**src/rtl/wr_req_arbiter.sv**
```systemverilog
//==============================================================================
// Module   : wr_req_arbiter
// Brief    : Slave-side round-robin write-request arbiter; optional slave-ack
//            timeout enabled by defining WR_REQ_TIMEOUT_EN.
// Revision : 1.0  initial release
//==============================================================================
`default_nettype none

module wr_req_arbiter #(
    parameter int         AWIDTH         = 32,
    parameter int         DWIDTH         = 32,
    parameter int         NUM_MASTERS    = 2,
    parameter logic [0:0] SLAVE_ID       = 1'b0,
    parameter int         TIMEOUT_CYCLES = 64
) (
    input  logic                            aclk,
    input  logic                            aresetn,
    input  logic [NUM_MASTERS-1:0]          m_req,
    input  logic [NUM_MASTERS-1:0]          m_sel,
    input  logic [NUM_MASTERS*AWIDTH-1:0]   m_addr,
    input  logic [NUM_MASTERS*DWIDTH-1:0]   m_wdata,
    output logic [NUM_MASTERS-1:0]          m_ack,
    output logic                            s_req,
    output logic [AWIDTH-1:0]               s_addr,
    output logic [DWIDTH-1:0]               s_wdata,
    input  logic                            s_ack,
    output logic [$clog2(NUM_MASTERS)-1:0]  grant_id,
    output logic                            busy
`ifdef WR_REQ_TIMEOUT_EN
    ,
    output logic                            timeout_err
`endif
);

    localparam int c_IDW = $clog2(NUM_MASTERS);

    typedef enum logic [1:0] {
        ST_ARB     = 2'd0,
        ST_ISSUE   = 2'd1,
        ST_RELEASE = 2'd2
    } state_t;

    state_t                   r_state, w_state_nxt;
    logic [c_IDW-1:0]         r_ptr, w_ptr_nxt;
    logic [c_IDW-1:0]         r_gid, w_gid_nxt;
    logic [AWIDTH-1:0]        r_addr, w_addr_nxt;
    logic [DWIDTH-1:0]        r_wdata, w_wdata_nxt;
    logic                     r_sreq, w_sreq_nxt;
    logic [NUM_MASTERS-1:0]   r_mack, w_mack_nxt;
    logic [NUM_MASTERS-1:0]   w_valid;
    logic                     w_found;
    logic [c_IDW-1:0]         w_win;

`ifdef WR_REQ_TIMEOUT_EN
    localparam int               c_CW       = $clog2(TIMEOUT_CYCLES + 1);
    localparam logic [c_CW-1:0]  c_CNT_LAST = c_CW'(TIMEOUT_CYCLES - 1);
    logic [c_CW-1:0]             r_cnt, w_cnt_nxt;
    logic                        r_terr, w_terr_nxt;
`endif

    function automatic logic [c_IDW-1:0] f_wrap(input logic [c_IDW-1:0] base, input int off);
        int s;
        s = int'(base) + off;
        if (s >= NUM_MASTERS) s = s - NUM_MASTERS;
        return c_IDW'(s);
    endfunction

    assign w_valid = m_req & ~(m_sel ^ {NUM_MASTERS{SLAVE_ID}});

    // Scan from the farthest offset down so the master nearest the pointer wins.
    always_comb begin
        w_found = 1'b0;
        w_win   = r_ptr;
        for (int k = NUM_MASTERS - 1; k >= 0; k--) begin
            if (w_valid[f_wrap(r_ptr, k)]) begin
                w_found = 1'b1;
                w_win   = f_wrap(r_ptr, k);
            end
        end
    end

    always_comb begin
        w_state_nxt = r_state;
        w_ptr_nxt   = r_ptr;
        w_gid_nxt   = r_gid;
        w_addr_nxt  = r_addr;
        w_wdata_nxt = r_wdata;
        w_sreq_nxt  = r_sreq;
        w_mack_nxt  = '0;
`ifdef WR_REQ_TIMEOUT_EN
        w_cnt_nxt   = r_cnt;
        w_terr_nxt  = r_terr;
`endif
        case (r_state)
            ST_ARB: begin
                if (w_found) begin
                    w_gid_nxt   = w_win;
                    w_addr_nxt  = m_addr[w_win*AWIDTH +: AWIDTH];
                    w_wdata_nxt = m_wdata[w_win*DWIDTH +: DWIDTH];
                    w_sreq_nxt  = 1'b1;
                    w_state_nxt = ST_ISSUE;
`ifdef WR_REQ_TIMEOUT_EN
                    w_cnt_nxt   = '0;
`endif
                end
            end
            ST_ISSUE: begin
                if (s_ack) begin
                    w_sreq_nxt  = 1'b0;
                    w_mack_nxt  = NUM_MASTERS'(1) << r_gid;
                    w_state_nxt = ST_RELEASE;
                end
`ifdef WR_REQ_TIMEOUT_EN
                else if (r_cnt == c_CNT_LAST) begin
                    w_sreq_nxt  = 1'b0;
                    w_mack_nxt  = NUM_MASTERS'(1) << r_gid;
                    w_terr_nxt  = 1'b1;
                    w_state_nxt = ST_RELEASE;
                end else begin
                    w_cnt_nxt   = r_cnt + 1'b1;
                end
`endif
            end
            ST_RELEASE: begin
                // Wait for the granted master to drop its held request level.
                if (!m_req[r_gid]) begin
                    w_ptr_nxt   = (r_gid == c_IDW'(NUM_MASTERS - 1)) ? '0 : r_gid + 1'b1;
                    w_state_nxt = ST_ARB;
                end
            end
            default: w_state_nxt = ST_ARB;
        endcase
    end

    always_ff @(posedge aclk) begin
        if (!aresetn) begin
            r_state <= ST_ARB;
            r_ptr   <= '0;
            r_gid   <= '0;
            r_addr  <= '0;
            r_wdata <= '0;
            r_sreq  <= 1'b0;
            r_mack  <= '0;
`ifdef WR_REQ_TIMEOUT_EN
            r_cnt   <= '0;
            r_terr  <= 1'b0;
`endif
        end else begin
            r_state <= w_state_nxt;
            r_ptr   <= w_ptr_nxt;
            r_gid   <= w_gid_nxt;
            r_addr  <= w_addr_nxt;
            r_wdata <= w_wdata_nxt;
            r_sreq  <= w_sreq_nxt;
            r_mack  <= w_mack_nxt;
`ifdef WR_REQ_TIMEOUT_EN
            r_cnt   <= w_cnt_nxt;
            r_terr  <= w_terr_nxt;
`endif
        end
    end

    assign m_ack    = r_mack;
    assign s_req    = r_sreq;
    assign s_addr   = r_addr;
    assign s_wdata  = r_wdata;
    assign grant_id = r_gid;
    assign busy     = (r_state != ST_ARB);
`ifdef WR_REQ_TIMEOUT_EN
    assign timeout_err = r_terr;
`endif

endmodule

`default_nettype wire

```
**config.mk**
```make
export PLATFORM = sky130hd
export DESIGN_NAME = wr_req_arbiter
export DESIGN_NICKNAME = d
export VERILOG_FILES = /design/src/rtl/wr_req_arbiter.sv
export SDC_FILE = /design/constraint.sdc
export NUM_CORES = 1
export LEC_CHECK = 0
export ABC_AREA = 0
export CORE_MARGIN = 8
export CORE_UTILIZATION = 39
export DETAILED_ROUTE_END_ITERATION = 8
export PLACE_DENSITY = 0.95
export SLEW_MARGIN = 10
export SYNTH_ARGS = -nofsm -noshare
export SYNTH_HDL_FRONTEND = slang
export SYNTH_SLANG_ARGS = --single-unit
```
**constraint.sdc**
```tcl
create_clock -name aclk -period 3.4 [get_ports aclk]
set_input_delay 0.68 -clock aclk [delete_from_list [all_inputs] [get_ports aclk]]
set_output_delay 0.68 -clock aclk [all_outputs]
set_load 0.01 [all_outputs]
```
==> run summary <==
Implementation results.

Note that the worst hold path type here is flip-flop to flip-flop. The worst register-to-register path has a setup slack of approximately 1.4 ns. The average instance in the mapped netlist occupies 11.8 µm². The startpoint of the most critical hold path is grant_id.

The combinational gate count is approximately 150. The pre-CTS setup check shows a worst slack of roughly 0.69 ns. The clock insertion delay at the later pin of the skew report is between 0.3 and 0.4 ns. The headroom to the max-slew limit is 0.443.

The flow ran to the end, and the final reports show no timing, DRC or antenna violations. Counting the buffers created by CTS gives 9. The reg-to-reg startpoint is r_state[1]. The top cell types in the final layout, fill and taps aside, are clkdlybuf4s50_1, dfxtp_1, o221a_2. In this design, the stage delay of the slowest critical-path cell is about 0.52 ns. For reference, the critical path is launched at m_req[1]. The script logs the ratio of routed vias to standard cells as around 5.6. The final power report lists total power as roughly 2.4 mW.

The clock network area share is 0.0431. The parity-gate share of the synthesized area counting xor and xnor cells is 0. The die boundary height is approximately 100 µm. The pin slew with the least headroom to its limit is 0.833 ns. The basic-gate share of the synthesized area counting and, or, nand and nor cells is 0.0339.

The synthesized instance count is approximately 260. The number of warnings issued by yosys is 0. In this run the number of cells on the critical path is 5. Setup repair after global routing left no endpoint under its margin.

The number of buffers inserted by post-CTS setup repair is 0. The area of the mapped netlist is slightly above 0.003 mm². The kind of start point of the critical path is a primary input. The data arrival time reported for the critical path is ~2.6 ns. OpenROAD emitted warnings numbering 27. The share of power burned in the clock network is 0.325. The proportion of synthesized flip-flops having asynchronous set or reset is 0. The critical path is of the primary input to flip-flop type. The worst-path cell with the longest stage delay is clkdlybuf4s50_1. 0 antenna diodes ended up in the layout.

The final count of negative-setup-slack endpoints is 0. The area occupied by registers is approximately 0.0014 mm². Together, buffers and inverters on the worst path number 2. The OpenROAD report gives the critical path a required time of between 3 and 4 ns. The cell taking the most area after synthesis is dfxtp_1. The final routed DRC violation total is 0.

The layout cell share with drive strength beyond 1 is 0.205. The H-tree generated during clock tree synthesis spans 3 levels. The overall die area is 0.0110 mm². The post-synthesis share of cell area spent on full adders, half adders and majority gates is 0. The leading cell type by number of instances after synthesis is dfxtp_1.

In the placement report, post-DP HPWL is listed as approximately 8600 µm. Per STA, the worst path is made up of clkdlybuf4s50_1 -> nor4b_1 -> o21ai_4 -> buf_12 -> o221a_2. The power density normalized to cell area is between 400 and 500 mW/mm². The commonest non-fill, non-tap cell in the layout is clkdlybuf4s50_1. The number of antenna violations at the first check in global routing is 0.

Of the total power, combinational logic draws 0.268. After synthesis, the chip area reported by Yosys is 0.00307 mm². Clock skew on the completed layout was measured at ~0.011 ns. In the post-route analysis, the smallest setup slack over all paths is a little under 1 ns.

Hold is met by between 0.5 and 0.6 ns. Max-cap violations in this run came to 0. Yosys mapped a number of flops with a built-in enable equal to 0. The cell count in the Yosys report is ~260.

The power report attributes to the sequential group a share of 0.407. The final-layout setup total negative slack is 0 ns. Summed over all layers, the global routing overflow is 0.

The synthesized netlist contains 24 unique library cells. The portion of the clock cycle consumed by the worst path in the final layout is 0.709. The number of slew-limit violations in the final report is 0. For reference, the clock transition at the flip-flops on the worst setup and hold paths is about 0.08 ns. The first global-routing pass estimated 18600 µm of wire. The global placer's final weighted congestion is 0.755.

The worst setup path is captured at a flip-flop. The number of ports placed on the die boundary is 204. The worst min-delay path endpoint is m_ack[0]. The horizontal die dimension is ~100 µm. There are between 70 and 80 flip-flops and latches. The top power consumer group is sequential cells. The via count of the first global-routing pass is 3428. The antenna violation net count after detailed routing is 0. In the synthesized netlist the dominant register cell turns out to be dfxtp_1.

By area, buffers come first. Counting endpoints that fail hold in the final report gives 0. Entering global routing, the biggest net connects 66 pins. The leakage power summed over all cells is 1.94 nW.

The clock network consumes a total of between 0.7 and 0.8 mW. The share of Yosys cell area claimed by the top area cell type is 0.463. The layout report lists the multi-input gate area as approximately 0.0015 mm².

The post-CTS hold buffer count recorded in the log is 0. In the detailed route, the total length drawn on met3 is approximately 1200 µm. The non-clock inverter count in the final layout is 0. The plain and repair buffers instantiated in the layout total roughly 210.

Excluding fillers, the count of instances in the completed layout stands at 550. The clock tree buffer depth is 2. The number of filler cells placed in the layout is 587. Per the timing report, the most critical flop-to-flop path finishes at s_addr[4]. The net switching fraction of the power is 0.255. Per STA, the endpoint of the critical path is s_addr[4]. The count of inserted tapcells is 102. Yosys reports that the most numerous cell types are dfxtp_1, o221a_2, o31a_1, clkbuf_1, buf_6. Internal power comes to about 1.8 mW. The report puts the cell count of the worst reg-to-reg path at 4. The power attributed to sequential cells is 0.975 mW.

The post-placement cell count is ~530. Counting I/O delays and the setup requirement, the final critical path takes between 2 and 2.5 ns. The pre-antenna-repair detailed-routing pass consisted of 4 iterations.

The maximum resistive drop on vdd is around 0.21 mV. Counting the clock-network buffers in the layout gives 12. The met1 layer wirelength in the final routing is slightly below 5000 µm. In this run the cell area measured after placement is 0.00514 mm². The synthesized design contains 71 register bits.

Gates resized during post-CTS repair numbered 0. Once layout is done, the placed cells without fillers occupy between 0.005 and 0.006 mm². The initial core utilization is 0.399. The core region area is about 0.0077 mm².

The highest layer touched by signal routing is met4. Counting every net in the synthesized netlist gives 394. Of the total synthesized cell area, the portion taken by AND-OR and OR-AND cells is 0.440. The total of buffers placed on input and output ports is about 200.

Measured against the total synthesized area, the mux share comes to 0.00326. TritonCTS built the clock tree. In the post-synthesis netlist, the biggest area contributors are dfxtp_1, o221a_2, o31a_1. The largest fanout on the critical path is 36. The cell type group with the largest total delay on the critical path is buffers and inverters. According to the finish report, the design has a final net count of 578. The register share after synthesis is 0.463. The fraction of area in registers is 0.265. Per the run report, area growth between synthesis and finish was 75.1%.

The initial detailed-routing violation count is 138. The layout buffering overhead excluding clock cells is 0.392. The power dissipated by switching net loads is 0.611 mW. The routed length on met2 is between 5000 and 6000 µm.

The number of clock sinks is a little over 70. Per the CTS log, the root buffer master is clkbuf_8. The share of the final layout cell area in multi-input gates is 0.277. The power attributed to combinational cells is between 0.6 and 0.7 mW. Along the worst hold path, the cell count comes to 1. Static timing analysis puts the maximum clock frequency at about 420 MHz.

For reference, the top logic cell family by area is AND-OR/OR-AND gates. In this run the core area contains 32 standard-cell rows.
==> images/m1.png <==
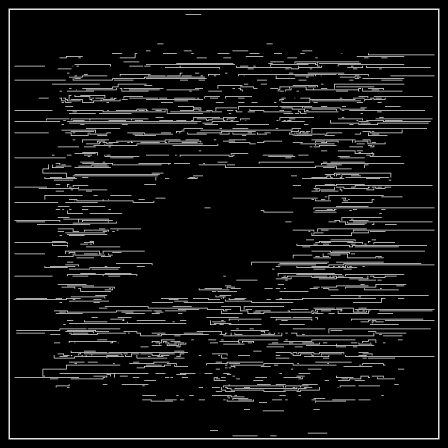
main direction = horizontal
nets with wire on the layer = 505
longest straight run = 32.7 µm
Final Routed Wirelength: 11900 µm
total via count after detailed routing: 3090
M1 GR Usage: 0.224

==> images/m2.png <==
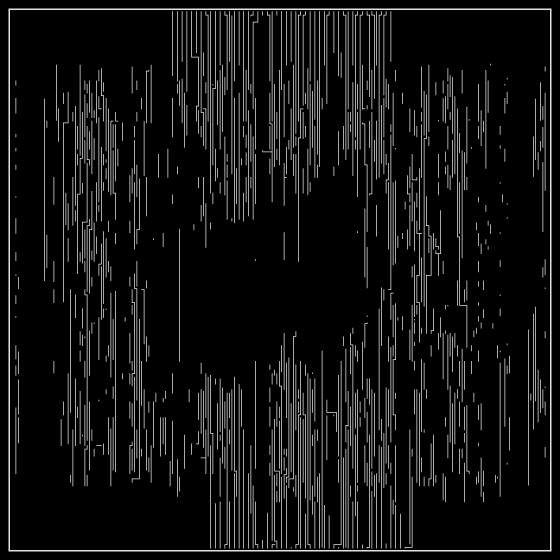
nets with wire on the layer = 534
wire length on this layer = 5660 µm
share of all routed wire = 48%
main direction = vertical
longest straight run = 38.1 µm
global routing met2 resource utilization: 0.356

==> images/m3.png <==
The bar under the picture is 20 µm long.
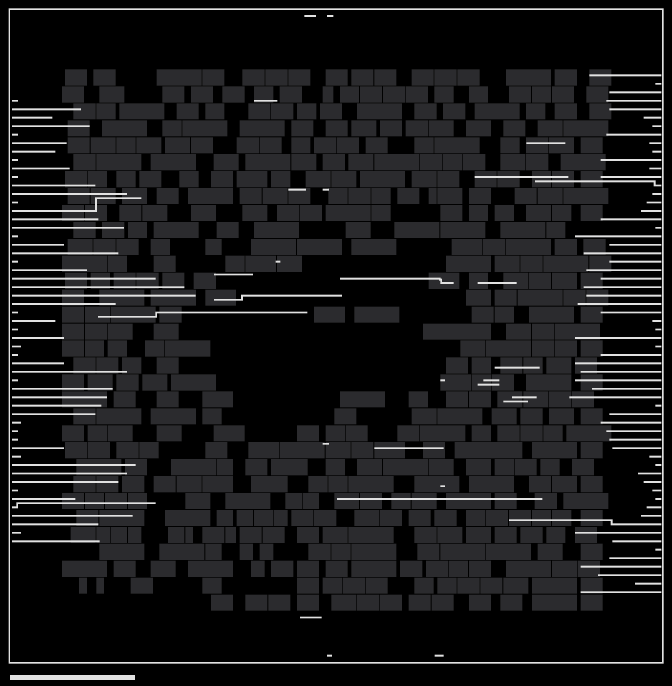
main direction = horizontal
share of all routed wire = 9.9%
wire length on this layer = 1170 µm
longest straight run = 32.7 µm
nets with wire on the layer = 128
met3 usage in global routing: 0.0909

==> images/m4.png <==
The bar under the picture is 20 µm long.
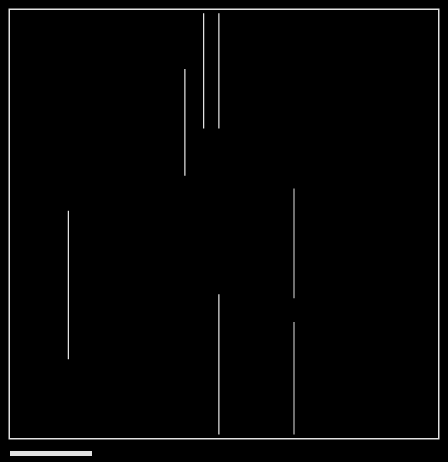
share of all routed wire = 1.7%
longest straight run = 36.0 µm
main direction = vertical
wire length on this layer = 205 µm

==> images/congestion_map.png <==
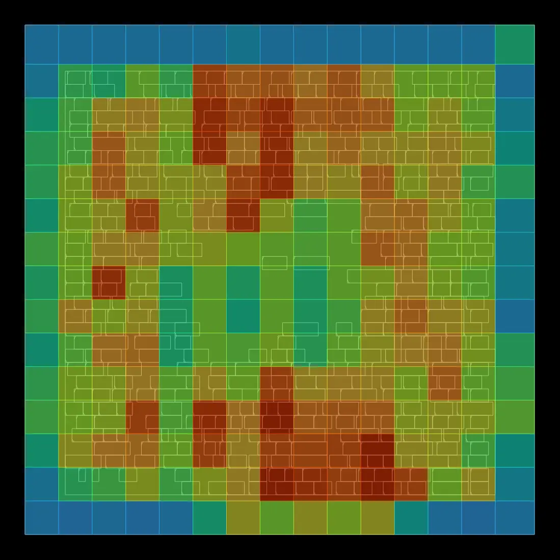
routed length per instance: 21.6 µm
GR Util All Layers: 0.207
Post-Route Utilization: 0.698
most heavily used metal layer in global routing: met2

No activity file was given, so power comes from the tool's default toggle rates.
